## src/rtl/scroll_msg7seg.sv

```systemverilog
// rtl/scroll_msg7seg.sv - scrolling message driver for a bank of active-low 7-segment digits
// Define SCROLL_BOUNCE_EN for ping-pong scrolling; the default build wraps around the buffer.
module scroll_msg7seg #(
  parameter int NUM_DIGITS = 8,
  parameter int MSG_LEN    = 16,
  parameter int TICK_DIV   = 16777216
) (
  input  logic                       clk_i,
  input  logic                       rst_i,
  input  logic                       run_i,
  input  logic                       dir_i,
  input  logic                       home_i,
  input  logic                       wr_en_i,
  input  logic [$clog2(MSG_LEN)-1:0] wr_addr_i,
  input  logic [3:0]                 wr_data_i,
  output logic [7*NUM_DIGITS-1:0]    hex_o,
  output logic [$clog2(MSG_LEN)-1:0] pos_o,
  output logic                       tick_o
);
  localparam int PW = $clog2(MSG_LEN);
  localparam int DW = $clog2(TICK_DIV);
  localparam logic [DW-1:0] DIV_LAST = DW'(TICK_DIV - 1);
  localparam logic [PW-1:0] POS_LAST = PW'(MSG_LEN - 1);

  logic [DW-1:0]           div_q, div_d;
  logic [PW-1:0]           pos_q, pos_d;
  logic [3:0]              msg_q [MSG_LEN];
  logic [3:0]              msg_d [MSG_LEN];
  logic [7*NUM_DIGITS-1:0] hex_q, hex_d;
  logic                    tick;
  int                      win_idx;

  // Power-up message spells "HELLO" followed by blanks.
  function automatic logic [3:0] reset_char(input int k);
    case (k)
      0:       return 4'hA;
      1:       return 4'hB;
      2:       return 4'hC;
      3:       return 4'hC;
      4:       return 4'h0;
      default: return 4'hF;
    endcase
  endfunction

  function automatic logic [6:0] glyph(input logic [3:0] c);
    case (c)
      4'h0:    return 7'h40;
      4'h1:    return 7'h79;
      4'h2:    return 7'h24;
      4'h3:    return 7'h30;
      4'h4:    return 7'h19;
      4'h5:    return 7'h12;
      4'h6:    return 7'h02;
      4'h7:    return 7'h78;
      4'h8:    return 7'h00;
      4'h9:    return 7'h10;
      4'hA:    return 7'h09;
      4'hB:    return 7'h06;
      4'hC:    return 7'h47;
      4'hD:    return 7'h0C;
      4'hE:    return 7'h2F;
      default: return 7'h7F;
    endcase
  endfunction

  // home outranks the tick: a coinciding tick is swallowed entirely.
  assign tick = run_i && (div_q == DIV_LAST) && !home_i;

  always_comb begin
    div_d = div_q;
    if (home_i) begin
      div_d = '0;
    end else if (run_i) begin
      div_d = (div_q == DIV_LAST) ? '0 : div_q + DW'(1);
    end
  end

`ifdef SCROLL_BOUNCE_EN
  typedef enum logic {DIR_LEFT = 1'b0, DIR_RIGHT = 1'b1} dir_e;
  localparam logic [PW-1:0] POS_MAX = PW'(MSG_LEN - NUM_DIGITS);

  dir_e dir_q, dir_d;
  logic unused_dir;
  assign unused_dir = dir_i;

  always_comb begin
    pos_d = pos_q;
    dir_d = dir_q;
    if (home_i) begin
      pos_d = '0;
      dir_d = DIR_LEFT;
    end else if (tick && (MSG_LEN > NUM_DIGITS)) begin
      if (dir_q == DIR_LEFT) begin
        if (pos_q == POS_MAX) begin
          pos_d = pos_q - PW'(1);
          dir_d = DIR_RIGHT;
        end else begin
          pos_d = pos_q + PW'(1);
        end
      end else begin
        if (pos_q == '0) begin
          pos_d = PW'(1);
          dir_d = DIR_LEFT;
        end else begin
          pos_d = pos_q - PW'(1);
        end
      end
    end
  end

  always_ff @(posedge clk_i or posedge rst_i) begin
    if (rst_i) dir_q <= DIR_LEFT;
    else       dir_q <= dir_d;
  end
`else
  always_comb begin
    pos_d = pos_q;
    if (home_i) begin
      pos_d = '0;
    end else if (tick) begin
      if (!dir_i) pos_d = (pos_q == POS_LAST) ? '0 : pos_q + PW'(1);
      else        pos_d = (pos_q == '0) ? POS_LAST : pos_q - PW'(1);
    end
  end
`endif

  always_comb begin
    for (int k = 0; k < MSG_LEN; k++) msg_d[k] = msg_q[k];
    if (wr_en_i && (32'(wr_addr_i) < 32'(MSG_LEN))) msg_d[wr_addr_i] = wr_data_i;
  end

  // Offset never exceeds MSG_LEN-1, so one conditional subtract replaces the modulo.
  always_comb begin
    hex_d   = '1;
    win_idx = 0;
    for (int i = 0; i < NUM_DIGITS; i++) begin
      win_idx = int'(pos_q) + NUM_DIGITS - 1 - i;
      if (win_idx >= MSG_LEN) win_idx = win_idx - MSG_LEN;
      hex_d[7*i +: 7] = glyph(msg_q[PW'(win_idx)]);
    end
  end

  always_ff @(posedge clk_i or posedge rst_i) begin
    if (rst_i) begin
      div_q <= '0;
      pos_q <= '0;
      hex_q <= '1;
      for (int k = 0; k < MSG_LEN; k++) msg_q[k] <= reset_char(k);
    end else begin
      div_q <= div_d;
      pos_q <= pos_d;
      hex_q <= hex_d;
      for (int k = 0; k < MSG_LEN; k++) msg_q[k] <= msg_d[k];
    end
  end

  assign hex_o  = hex_q;
  assign pos_o  = pos_q;
  assign tick_o = tick;

endmodule

```

## config.mk

```make
export PLATFORM = sky130hd
export DESIGN_NAME = scroll_msg7seg
export DESIGN_NICKNAME = d
export VERILOG_FILES = /design/src/rtl/scroll_msg7seg.sv
export SDC_FILE = /design/constraint.sdc
export NUM_CORES = 1
export LEC_CHECK = 0
export ABC_AREA = 1
export CAP_MARGIN = 20
export CORE_MARGIN = 4
export CORE_UTILIZATION = 30
export DETAILED_ROUTE_END_ITERATION = 12
export PLACE_DENSITY_LB_ADDON = 0.2
export SYNTH_ARGS = -nofsm -noshare
export SYNTH_HDL_FRONTEND = slang
export SYNTH_SLANG_ARGS = --single-unit
```

## constraint.sdc

```tcl
create_clock -name clk_i -period 10.2 [get_ports clk_i]
set_input_delay 1.53 -clock clk_i [delete_from_list [all_inputs] [get_ports clk_i]]
set_output_delay 1.53 -clock clk_i [all_outputs]
set_load 0.02 [all_outputs]
```

==> notes.md <==
Observations from the implementation run.

STA:
- The run gives the actual slew at the worst max-slew pin as 929 ps.
- The run puts the relative slew slack at between 30% and 40%.

Synth:
- The run gives the portion of synthesized cell area occupied by the leading cell type as a little over a quarter.
- The main area contributors are sky130_fd_sc_hd__nand2_1, sky130_fd_sc_hd__dfstp_2, sky130_fd_sc_hd__dfrtp_1.
- The run puts the net count after synthesis at roughly 1.8k.
- The run puts the yosys warning tally at 0.
- The run gives the number of flops mapped to enable cells by yosys as 0.
- The run gives the share of synthesized cell area in and-or and or-and compound cells as 9.73%.
- Looking at the gate-level netlist, the highest instance count belongs to sky130_fd_sc_hd__nand2_1.
- The run puts the number of different library cells in the post-synthesis netlist at 42.
- The run gives the mean instance size in the synthesized netlist as around 6.6 um2.
- The run gives the number of cells in Yosys stat as approximately 1.8k.
- The run puts the gate count of the mapped netlist at about 1.8k.

Floorplanning:
- Tap insertion was completed with around 500 tapcells.
- Per the OpenROAD floorplan log, the height of the die is around 200 um.
- The run gives the x dimension of the die as ~200 um.

Critical path:
- The run puts the number of logic stages on the critical path including buffering at 4.
- In this run the critical register-to-register path is launched from pos_o[0].
- The critical path in this run is classified as input port to output port.
- The run gives the startpoint of the worst setup timing path as run_i.
- The run gives the slowest library cell on the worst path as sky130_fd_sc_hd__clkdlybuf4s50_1.
- The run gives the capture point of the worst reg-to-reg path as hex_o[53].

Layout:
- In the final design database the tool counted about 1.9k nets.
- The run puts the summed area of non-filler cells in the final layout at 13,200 um2.
- The run gives the number of combinational gates with multiple inputs as roughly 1.4k.
- In the layout the commonest cells are sky130_fd_sc_hd__nand2_1, sky130_fd_sc_hd__nand3_1, sky130_fd_sc_hd__o21ai_0.
- The run puts the non-clock inverter total of the final layout at 137.
- Counting the clock-network buffers in the layout gives 17.
- By area, the class that comes first in the final layout consists of logic gates.
- The run puts the non-clock buffering overhead in the final layout at around 5.9%.

Placed design:
- The run gives the HPWL after detailed placement as 26,000 um.
- The run puts the placed standard-cell area at approximately 13,000 um2.
- The run gives the count of buffers inserted at the top-level ports as ~74.

Drt:
- The run puts the routed wire length on met2 at around 16,000 um.
- The run gives the total wirelength of the detailed-routed design as roughly 34,000 um.
- The run puts the sum of routed wire segments on met1 at between 15,000 and 20,000 um.
- The run puts the number of routed nets with antenna violations at 0.

Clocking:
- The run puts the total number of H-tree levels at 4.
- The tree is rooted in a sky130_fd_sc_hd__clkbuf_16.
- The run gives the hold-fix buffer count after cts as 0.

Global route:
- The run puts the met1 usage at 21.8%.
- The global routing stage identified its most utilized layer as met2.
- The run gives the met2 demand-to-capacity share in global routing as between 20% and 30%.
- The initial antenna violation count came to 0.
- The run gives the global-route track usage on met3 as 2.47%.

Status:
- The flow ran to the end, and the final reports show no timing, DRC or antenna violations.

Pwr:
- The run puts the total power consumption of the routed design at about 2400 uW.

Worst hold path:
- The run gives the worst min-delay path endpoint as msg_q[51].
per-stage QoR:
step	setup slack (ps)	hold WS [ps]	instances	util, %
after floorplan	4870	453	1769	-
after global placement	5440	480	2299	33.1
after detailed placement	5400	483	2299	33.1
after CTS	5380	495	2331	34.7
after global routing	5290	504	2332	34.8
final	5360	492	2332	34.8
power breakdown:
part           internal [uW]  total [uW]  leakage [uW]  switching, uW
logic                    330         889       0.00444            559
clock network            391         674      0.000298            283
registers                798         884       0.00167           86.0
state kept, by name (all words and copies together), names as in the netlist:
signal,cells
div_q,24
hex_o,56
msg_q,64
pos_o,4
Figure 1. Pin map.
Pins as bars across the die edge, other pins in gray.
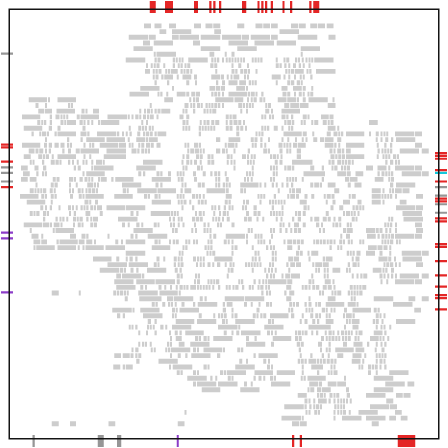
dir_i -> cyan  # pins 1, direction input, edge east
wr_data_i -> purple  # pins 4, direction input, edge 3 west, 1 south
hex_o -> red  # pins 56, direction output, edge 24 north, 17 east, 11 south, 4 west
all pins by edge = 24 north, 22 east, 18 south, 11 west

Figure 2. Placement view.
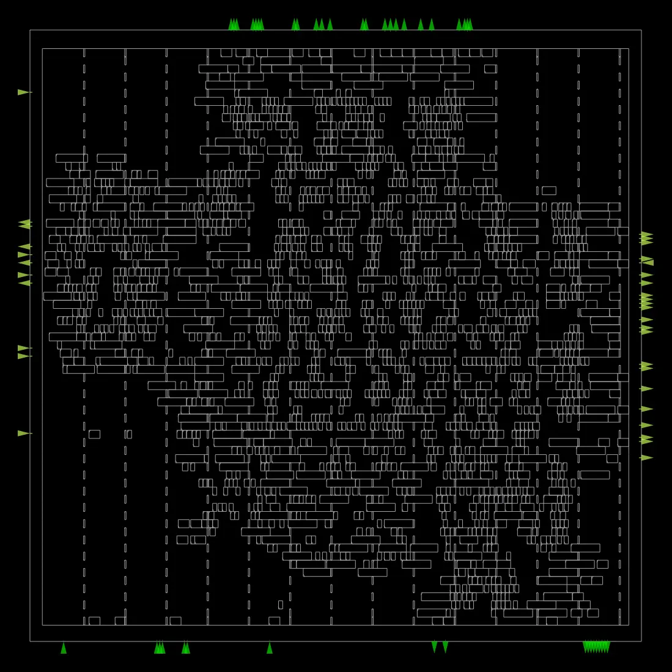
Post-Route Utilization: 34.8%
standard cell core area: 37,900 um2
share of the final layout cell area in sequential cells: 29.2%
Fillers: 4,116
number of placement rows: 71

No activity file was given, so power comes from the tool's default toggle rates.
